Figure 1. The clock network.
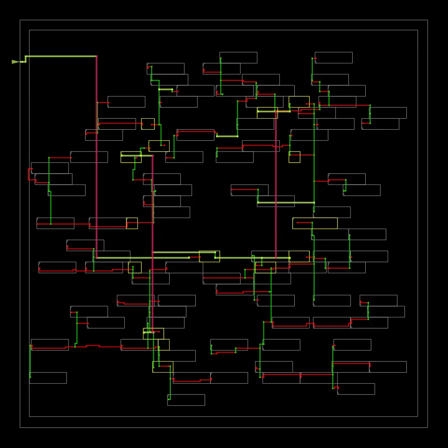
Figure 2. Routed metal, one colour a layer.
Only two layers are drawn.
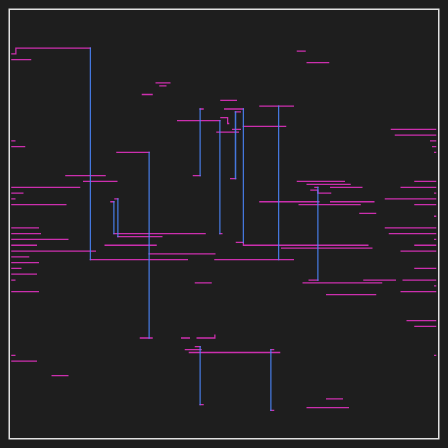
[config.mk]
export PLATFORM = sky130hd
export DESIGN_NAME = maxpool_a2
export DESIGN_NICKNAME = d
export VERILOG_FILES = /design/src/rtl/maxpool_a2.sv
export SDC_FILE = /design/constraint.sdc
export NUM_CORES = 1
export LEC_CHECK = 0
export CORE_MARGIN = 2
export CORE_UTILIZATION = 54
export DETAILED_ROUTE_END_ITERATION = 12
export PLACE_DENSITY = 0.89
export RECOVER_POWER = 50
export SETUP_SLACK_MARGIN = 0.05
export SYNTH_ARGS = -nofsm -noshare
export SYNTH_HDL_FRONTEND = slang
export SYNTH_SLANG_ARGS = --single-unit
[constraint.sdc]
create_clock -name clk -period 3.85 [get_ports clk]
set_input_delay 0.77 -clock clk [delete_from_list [all_inputs] [get_ports clk]]
set_output_delay 0.77 -clock clk [all_outputs]
set_load 0.01 [all_outputs]
[src/rtl/maxpool_a2.sv]
// ---------------------------------------------------------------------------
// maxpool_a2 -- 2x2 / stride-2 signed max pooling over a multi-channel map.
//
// A frame is pulled from the upstream ping-pong memory one word per cycle,
// window by window (channel-major, then output row, then output column).
// Each completed window's maximum is written to the downstream memory two
// cycles after its last read. The frame is then handed to the next stage
// with a start pulse, and the output bank select flips.
//
// Ports
//   clk                  clock
//   reset                asynchronous, active-high reset
//   start_from_previous  1-cycle pulse: upstream frame ready
//   end_to_previous      high while idle (a start will be accepted)
//   ifm_enable_read      input memory read strobe
//   ifm_sel              input channel being read
//   ifm_address_read     row*IFM_SIZE+col within the channel
//   ifm_data_in          read data, valid the cycle after the strobe
//   ofm_enable_write     output memory write strobe
//   ofm_address_write    ch*OFM_SIZE^2 + r*OFM_SIZE + c
//   ofm_data_out         pooled maximum
//   ofm_sel_next         output ping-pong bank select
//   start_to_next        1-cycle pulse: frame handed downstream
//   end_from_next        downstream idle
// ---------------------------------------------------------------------------
module maxpool_a2 #(
    parameter int DATA_WIDTH = 32,
    parameter int IFM_SIZE   = 10,
    parameter int IFM_DEPTH  = 2,
    localparam int OFM_SIZE  = IFM_SIZE / 2,
    localparam int ADDR_IN   = $clog2(IFM_SIZE * IFM_SIZE),
    localparam int ADDR_OUT  = $clog2(IFM_DEPTH * OFM_SIZE * OFM_SIZE),
    localparam int SEL_W     = (IFM_DEPTH > 1) ? $clog2(IFM_DEPTH) : 1
) (
    input  logic                  clk,
    input  logic                  reset,
    input  logic                  start_from_previous,
    output logic                  end_to_previous,
    output logic                  ifm_enable_read,
    output logic [SEL_W-1:0]      ifm_sel,
    output logic [ADDR_IN-1:0]    ifm_address_read,
    input  logic [DATA_WIDTH-1:0] ifm_data_in,
    output logic                  ofm_enable_write,
    output logic [ADDR_OUT-1:0]   ofm_address_write,
    output logic [DATA_WIDTH-1:0] ofm_data_out,
    output logic                  ofm_sel_next,
    output logic                  start_to_next,
    input  logic                  end_from_next
);

    localparam int CNT_W     = (OFM_SIZE > 1) ? $clog2(OFM_SIZE) : 1;
    localparam int OFM_TOTAL = IFM_DEPTH * OFM_SIZE * OFM_SIZE;

    typedef enum logic [1:0] {
        IDLE    = 2'd0,
        READ    = 2'd1,
        DRAIN   = 2'd2,
        HANDOFF = 2'd3
    } state_t;

    state_t                        state_r;
    state_t                        state_next_s;
    logic [SEL_W-1:0]              ch_r;
    logic [CNT_W-1:0]              orow_r;
    logic [CNT_W-1:0]              ocol_r;
    logic [1:0]                    win_r;
    logic                          drain_r;
    logic                          ocol_last_s;
    logic                          orow_last_s;
    logic                          ch_last_s;
    logic                          last_read_s;
    logic [CNT_W:0]                row_s;
    logic [CNT_W:0]                col_s;

    // Read-pipeline tags travelling alongside the data returned by memory.
    logic                          rd_valid_r;
    logic                          rd_first_r;
    logic                          rd_last_r;
    logic signed [DATA_WIDTH-1:0]  max_r;
    logic signed [DATA_WIDTH-1:0]  next_max_s;
    logic                          ofm_enable_write_r;
    logic [ADDR_OUT-1:0]           ofm_address_write_r;
    logic [DATA_WIDTH-1:0]         ofm_data_out_r;
    logic                          ofm_sel_next_r;

    assign ocol_last_s = (ocol_r == CNT_W'(OFM_SIZE - 1));
    assign orow_last_s = (orow_r == CNT_W'(OFM_SIZE - 1));
    assign ch_last_s   = (ch_r == SEL_W'(IFM_DEPTH - 1));
    assign last_read_s = (state_r == READ) && (win_r == 2'd3) &&
                         ocol_last_s && orow_last_s && ch_last_s;

    // Window element w sits at (2r + w[1], 2c + w[0]).
    assign row_s = {orow_r, win_r[1]};
    assign col_s = {ocol_r, win_r[0]};
    assign ifm_address_read = ADDR_IN'(32'(row_s) * 32'(IFM_SIZE) + 32'(col_s));
    assign ifm_sel          = ch_r;

    assign ofm_enable_write  = ofm_enable_write_r;
    assign ofm_address_write = ofm_address_write_r;
    assign ofm_data_out      = ofm_data_out_r;
    assign ofm_sel_next      = ofm_sel_next_r;

    // State register.
    always_ff @(posedge clk or posedge reset) begin
        if (reset) begin
            state_r <= IDLE;
        end else begin
            state_r <= state_next_s;
        end
    end

    // Next-state logic.
    always_comb begin
        state_next_s = state_r;
        case (state_r)
            IDLE: begin
                if (start_from_previous) begin
                    state_next_s = READ;
                end else begin
                    state_next_s = IDLE;
                end
            end
            READ: begin
                if (last_read_s) begin
                    state_next_s = DRAIN;
                end else begin
                    state_next_s = READ;
                end
            end
            DRAIN: begin
                if (drain_r) begin
                    state_next_s = HANDOFF;
                end else begin
                    state_next_s = DRAIN;
                end
            end
            HANDOFF: begin
                if (end_from_next) begin
                    state_next_s = IDLE;
                end else begin
                    state_next_s = HANDOFF;
                end
            end
            default: state_next_s = IDLE;
        endcase
    end

    // State-decoded outputs.
    always_comb begin
        end_to_previous = 1'b0;
        ifm_enable_read = 1'b0;
        start_to_next   = 1'b0;
        case (state_r)
            IDLE:    end_to_previous = 1'b1;
            READ:    ifm_enable_read = 1'b1;
            DRAIN:   ifm_enable_read = 1'b0;
            HANDOFF: start_to_next   = end_from_next;
            default: end_to_previous = 1'b0;
        endcase
    end

    // Window / column / row / channel counters; cleared whenever not reading
    // so every frame starts at channel 0, position 0.
    always_ff @(posedge clk or posedge reset) begin
        if (reset) begin
            ch_r   <= '0;
            orow_r <= '0;
            ocol_r <= '0;
            win_r  <= 2'd0;
        end else if (state_r == READ) begin
            win_r <= win_r + 2'd1;
            if (win_r == 2'd3) begin
                ocol_r <= ocol_last_s ? '0 : ocol_r + CNT_W'(1);
                if (ocol_last_s) begin
                    orow_r <= orow_last_s ? '0 : orow_r + CNT_W'(1);
                    if (orow_last_s) begin
                        ch_r <= ch_last_s ? '0 : ch_r + SEL_W'(1);
                    end
                end
            end
        end else begin
            ch_r   <= '0;
            orow_r <= '0;
            ocol_r <= '0;
            win_r  <= 2'd0;
        end
    end

    // Two-cycle drain timer: lets the last window's data return and be written.
    always_ff @(posedge clk or posedge reset) begin
        if (reset) begin
            drain_r <= 1'b0;
        end else if (state_r == DRAIN) begin
            drain_r <= ~drain_r;
        end else begin
            drain_r <= 1'b0;
        end
    end

    // Tag each read so the returning word knows its window position.
    always_ff @(posedge clk or posedge reset) begin
        if (reset) begin
            rd_valid_r <= 1'b0;
            rd_first_r <= 1'b0;
            rd_last_r  <= 1'b0;
        end else begin
            rd_valid_r <= ifm_enable_read;
            rd_first_r <= (win_r == 2'd0);
            rd_last_r  <= (win_r == 2'd3);
        end
    end

    // Running signed maximum; ties keep the current value.
    always_comb begin
        if (rd_first_r) begin
            next_max_s = $signed(ifm_data_in);
        end else if ($signed(ifm_data_in) > max_r) begin
            next_max_s = $signed(ifm_data_in);
        end else begin
            next_max_s = max_r;
        end
    end

    // Max accumulator and output write stage.
    always_ff @(posedge clk or posedge reset) begin
        if (reset) begin
            max_r              <= '0;
            ofm_enable_write_r <= 1'b0;
            ofm_data_out_r     <= '0;
        end else begin
            if (rd_valid_r) begin
                max_r <= next_max_s;
            end
            ofm_enable_write_r <= rd_valid_r && rd_last_r;
            if (rd_valid_r && rd_last_r) begin
                ofm_data_out_r <= next_max_s;
            end
        end
    end

    // Output address advances after each write and wraps at the frame end.
    always_ff @(posedge clk or posedge reset) begin
        if (reset) begin
            ofm_address_write_r <= '0;
        end else if (ofm_enable_write_r) begin
            if (ofm_address_write_r == ADDR_OUT'(OFM_TOTAL - 1)) begin
                ofm_address_write_r <= '0;
            end else begin
                ofm_address_write_r <= ofm_address_write_r + ADDR_OUT'(1);
            end
        end
    end

    // Output bank flips when the frame is accepted downstream.
    always_ff @(posedge clk or posedge reset) begin
        if (reset) begin
            ofm_sel_next_r <= 1'b0;
        end else if ((state_r == HANDOFF) && end_from_next) begin
            ofm_sel_next_r <= ~ofm_sel_next_r;
        end
    end

endmodule

==> results_slide.txt <==
Run Summary

Run status
  • Status: finished, violations left
  • Failing checks: capacitance limit, slew limit

Job
  • Max_cap viols: 1

Synth
  • Yosys xor share: 1.92%
  • Mux frac, synth: 10.5%
  • Synthesized area per cell: 11.0 um2

Floorplanning
  • Number of primary I/O pins: 87
  • Row cnt: 35
  • DIE WIDTH: 100 um

Power and ir drop
  • Switch share: 39.2%
  • Pwr dens: 831 nW/um2
  • Pleak: 2.91 nW
  • Cell internal pwr: 3.15 mW
  • Logic pwr share: 56.4%
  • Clock share of power: 12.3%
  • Clock network power: 0.637 mW

Drt
  • Initial DRC count: 228
  • Via Count: 3975

STA
  • Min Tclk post-route: 3610 ps
  • Final Hold Fails: 0
  • Setup TNS: 0 ps
  • Final Max Tran Viols: 44

Critical path
  • Crit. Startpoint: ifm_data_in[29]
  • Crit path kind: in -> reg
  • Reg2Reg Depth: 11
  • CP Data Arrival Time: 3820 ps

CTS
  • Clock-pin slew on the worst setup and hold paths: 90 ps
  • Hold_buf cts: 0
  • Max clock buf depth: 2

Placed design
  • GP Congestion: 0.868

Global routing
  • GRT overflow: 0
-- Figure 1 (at the start) --
TritonCTS Buffers: 9
Clk Latency, worst-skew pair: 360 ps

-- Figure 2 (at the start) --
- blue: met4 (wire length 284 um)
- magenta: met3 (wire length 679 um)

[flip-flops by register name, indices dropped and copies added (netlist names)]
signal             cells
state_r                2
rd_first_r             1
ocol_r                 3
ofm_sel_next           1
rd_last_r              1
orow_r                 3
ofm_enable_write       1
max_r                 32
rd_valid_r             1
win_r                  2
ofm_data_out          32
drain_r                1
ifm_sel                1
ofm_address_write      6
[layout make-up]
type / count / area (um2)
clock buffers: 9 / 124
repair buffers: 102 / 1000
multi-input cells: 295 / 2540
inverters: 48 / 181
clock inverters: 6 / 70.1
fillers: 684 / 2870
well taps: 111 / 139
flip-flops and latches: 87 / 2180
[metal layers]
metal | up-vias | GRT usage (%)
li1 | 1846 | -
met1 | 1959 | 33.3
met2 | 144 | 42.1
met3 | 26 | 4.11
met4 | 0 | 10.0
met5 | - | 0
Power figures rest on the tool's default switching activity, not on a simulated workload.
